==> src/rtl/line_buffer_ctrl_pkg.sv <==
// line_buffer_ctrl_pkg: FSM encodings and width helper shared by the line buffer
// controllers.
package line_buffer_ctrl_pkg;
   localparam logic [1:0] IDLE = 2'd0;
   localparam logic [1:0] RUN  = 2'd1;
   localparam logic [1:0] DONE = 2'd2;
   function automatic int clog2(input int v);
      return (v <= 2) ? 1 : $clog2(v);
   endfunction
endpackage

==> src/rtl/frame_pos_counter.sv <==
// frame_pos_counter: raster column/row position with enable, wrap and a
// last-pixel flag.
module frame_pos_counter
   import line_buffer_ctrl_pkg::*;
#(
   parameter int IMG_WIDTH  = 8,
   parameter int IMG_HEIGHT = 6,
   localparam int CW = clog2(IMG_WIDTH),
   localparam int RW = clog2(IMG_HEIGHT)
) (
   input  logic          clk,
   input  logic          rst_n,
   input  logic          en,
   output logic [CW-1:0] col,
   output logic [RW-1:0] row,
   output logic          last
);
   logic col_wrap;
   assign col_wrap = col == CW'(IMG_WIDTH - 1);
   assign last     = col_wrap && row == RW'(IMG_HEIGHT - 1);
   always_ff @(posedge clk or negedge rst_n)
      if (!rst_n) begin
         col <= '0;
         row <= '0;
      end else if (en) begin
         col <= col_wrap ? '0 : col + CW'(1);
         row <= last ? '0 : col_wrap ? row + RW'(1) : row;
      end
endmodule

==> src/rtl/line_buffer_ctrl.sv <==
// line_buffer_ctrl: sequences the row buffer cascade and KxK window register for a
// raster pixel stream and hands complete windows to the convolution engine.
module line_buffer_ctrl
   import line_buffer_ctrl_pkg::*;
#(
   parameter int IMG_WIDTH   = 8,
   parameter int IMG_HEIGHT  = 6,
   parameter int KERNEL_SIZE = 3,
   localparam int CW = clog2(IMG_WIDTH),
   localparam int RW = clog2(IMG_HEIGHT)
) (
   input  logic          clk,
   input  logic          rst_n,
   input  logic          start,
   input  logic          in_valid,
   output logic          in_ready,
   output logic          rb_enable,
   output logic          out_valid,
   input  logic          out_ready,
   output logic [RW-1:0] win_row,
   output logic [CW-1:0] win_col,
   output logic          busy,
   output logic          frame_done
);
   logic [1:0]    state, state_nxt;
   logic [CW-1:0] col;
   logic [RW-1:0] row;
   logic          last, accept, gen;
   frame_pos_counter #(.IMG_WIDTH(IMG_WIDTH), .IMG_HEIGHT(IMG_HEIGHT)) u_pos (
      .clk  (clk),
      .rst_n(rst_n),
      .en   (accept),
      .col  (col),
      .row  (row),
      .last (last)
   );
   // A single output register: a new pixel may enter whenever the held window leaves.
   assign in_ready   = state == RUN && (!out_valid || out_ready);
   assign accept     = in_valid && in_ready;
   assign rb_enable  = accept;
   assign gen        = accept && row >= RW'(KERNEL_SIZE - 1) && col >= CW'(KERNEL_SIZE - 1);
   assign busy       = state == RUN || state == DONE;
   assign frame_done = state == DONE && !out_valid;
   always_comb
      state_nxt = (state == IDLE && start)          ? RUN  :
                  (state == RUN && accept && last)  ? DONE :
                  frame_done                        ? IDLE : state;
   always_ff @(posedge clk or negedge rst_n)
      if (!rst_n) begin
         state     <= IDLE;
         out_valid <= 1'b0;
         win_row   <= '0;
         win_col   <= '0;
      end else begin
         state <= state_nxt;
         if (gen) begin
            out_valid <= 1'b1;
            win_row   <= row - RW'(KERNEL_SIZE - 1);
            win_col   <= col - CW'(KERNEL_SIZE - 1);
         end else if (out_ready) begin
            out_valid <= 1'b0;
         end
      end
endmodule

==> config.mk <==
export PLATFORM = sky130hd
export DESIGN_NAME = line_buffer_ctrl
export DESIGN_NICKNAME = d
export VERILOG_FILES = /design/src/rtl/line_buffer_ctrl_pkg.sv /design/src/rtl/frame_pos_counter.sv /design/src/rtl/line_buffer_ctrl.sv
export SDC_FILE = /design/constraint.sdc
export NUM_CORES = 1
export LEC_CHECK = 0
export CORE_MARGIN = 1.5
export CORE_UTILIZATION = 44
export DETAILED_ROUTE_END_ITERATION = 8
export PLACE_DENSITY_LB_ADDON = 0.3
export SLEW_MARGIN = 20
export SYNTH_ARGS = -nofsm -noshare
export SYNTH_HDL_FRONTEND = slang
export SYNTH_SLANG_ARGS = --single-unit
==> constraint.sdc <==
create_clock -name clk -period 1.45 [get_ports clk]
set_input_delay 0.145 -clock clk [delete_from_list [all_inputs] [get_ports clk]]
set_output_delay 0.145 -clock clk [all_outputs]
set_load 0.01 [all_outputs]
Power grid:
Scale: 10 px per um. Pins as bars on the die edge. Tap cells in gray.
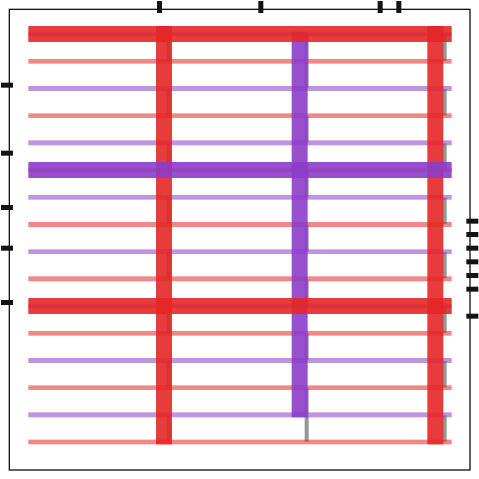
| net | color |
|---|---|
| VDD | purple |
| VSS | red |
met5 straps: 3
tap cells: 25
met1 rails: 16
met4 straps: 3

Cells colored by class:
Scale: 10 px per um. Fill, decap, tap and diode cells in gray.
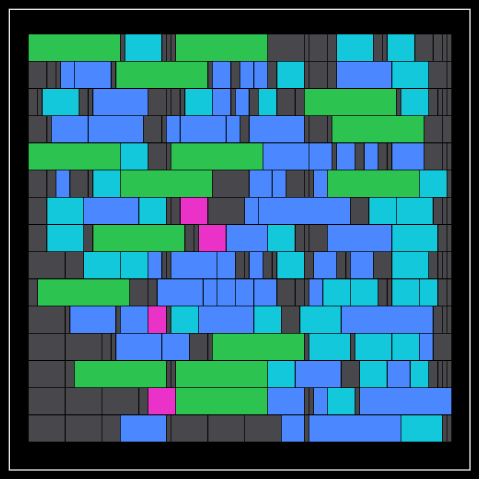
| class | color | cells | share of their area |
|---|---|---|---|
| remaining buffers and delay cells | cyan | 38 | 26% |
| clock drivers and dummy loads | magenta | 4 | 2.2% |
| remaining logic cells | blue | 56 | 41% |
| registers | green | 15 | 30% |

Clock network drawn from the DEF:
Scale: 8 px per um.
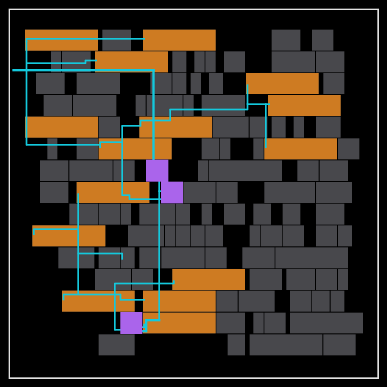
[clock wires] cyan | length: 204 um
[flip-flops] orange | count: 15
[clock-net drivers] purple | count: 3
routed clock nets: 4

Signal wires by layer:
Scale: 10 px per um.
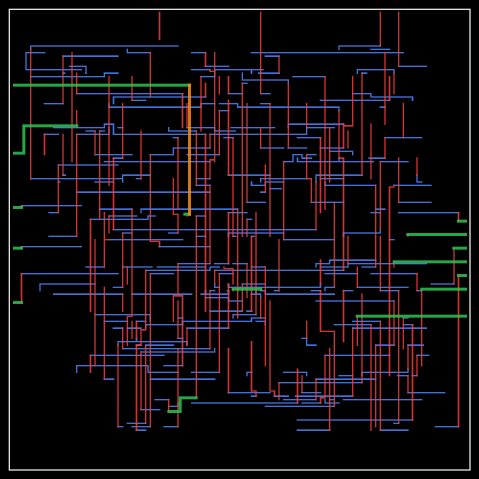
| layer | color | wire length |
|---|---|---|
| M2 | red | 877 um |
| M4 | orange | 12.9 um |
| M1 | blue | 837 um |
| M3 | green | 66.2 um |

logic make-up after synthesis:
family	share of synthesized area, %
buffers and inverters	6.94
flip-flops	46.3
adder cells (fa/ha/maj)	17.0
AND/OR/NAND/NOR	9.72
multiplexers	9.88
AND-OR/OR-AND	10.2
report_power, final:
group	switching, W	internal [W]	total, W
registers	0.000105	0.000592	0.000697
clock network	0.000141	0.000102	0.000243
logic	0.000574	0.000773	0.00135
through the flow:
step / area, um^2 / hold WS [ps] / setup WS (ps)
after floorplan: 818 / -151 / -60.9
after global placement: 1120 / 480 / -242
after detailed placement: 1120 / 477 / -273
after CTS: 1170 / 157 / -91.1
after global routing: 1260 / 183 / -140
final: 1260 / 158 / -109
worst max path at each step:
stage	cells past startpoint	endpoint	startpoint	slack, ps
floorplan	6	win_col[0]$_DFFE_PN0P_	state[1]$_DFFE_PN0P_	-60
global placement	5	win_col[1]$_DFFE_PN0P_	out_ready	-240
detailed placement	5	win_row[1]$_DFFE_PN0P_	out_ready	-270
CTS	5	win_row[0]$_DFFE_PN0P_	u_pos.row[0]$_DFFE_PN0P_	-90
global route	5	win_row[0]$_DFFE_PN0P_	state[1]$_DFFE_PN0P_	-140
finish	5	win_row[0]$_DFFE_PN0P_	state[1]$_DFFE_PN0P_	-110
critical path: stages, from the launching register on:
cell     delay, ps
dfrtp_1        410
inv_2           90
ha_4           150
nand3_4         70
a221o_2        410
mux2_4         320
repair_timing:
item | in CTS | in global routing
setup buffers | 2 | 4
pin swaps | 3 | 6
gates resized | 26 | 14
endpoints found under the setup margin | 17 | 15
cloned | 0 | 0
flip-flops by register name, summed over array words and instances (netlist names):
| register | flops |
|---|---|
| u_pos.col | 3 |
| u_pos.row | 3 |
| win_col | 3 |
| win_row | 3 |
| state | 2 |
| out_valid | 1 |
==> changes_impl.md <==
### Changed

- Root buffer cell: clkbuf_4
- Largest net degree at the start of global routing: 16
- Final HPWL DP: 1.21 mm
- GR Layer Usage met1: 23.1%
- Synth top cell by count: dfrtp_1
- Layout clock buffers: 3
- DRC Markers: 0
- VDD IR max: 1.14 mV
- Worst setup EP type: flop
- Setup-failing EPs final: 8
- Inverters: 12
- Core area: 1730 um^2
- Buffer share of cell area: 25.2%
- Max Clock Skew: 10.1 ps
- First-pass GRT wire length: 2.63 mm
- Bufs w/o clock: 38
- Io pins: 16
- CTS Buf Count: 3
- Worst r2r src: state[1]$_DFFE_PN0P_
- Status: complete, but fails checks
- CTS tree: built
- Hold WC Path Type: in2async
- Top cells by area: dfrtp_1 46%, ha_1 17%, mux2_4 7.4%
- Final Max-Slew Violation Tally: 0
- Gr busiest metal: met2
- Avg WL per Cell: 13.0 um
- Clock-pin transition on the worst setup and hold timing paths: 100 ps
- Tool warnings: 34
- Setup TNS: -555 ps
- Met2 routed WL: 877 um
- Die extent in x: 45.9 um
- Chip height: 45.9 um
- PnR worst setup slack: -109 ps
- Cells after Synth: 72
- Max Fanout on Critical Path: 7
- Max cap viols: 0
- Via/cell ratio: 4.88
- Largest class: combinational gates
- Violations in the final reports: negative setup slack
- N_diodes: 0
- Mapped Area: 811 um^2
- Comb area: 463 um^2
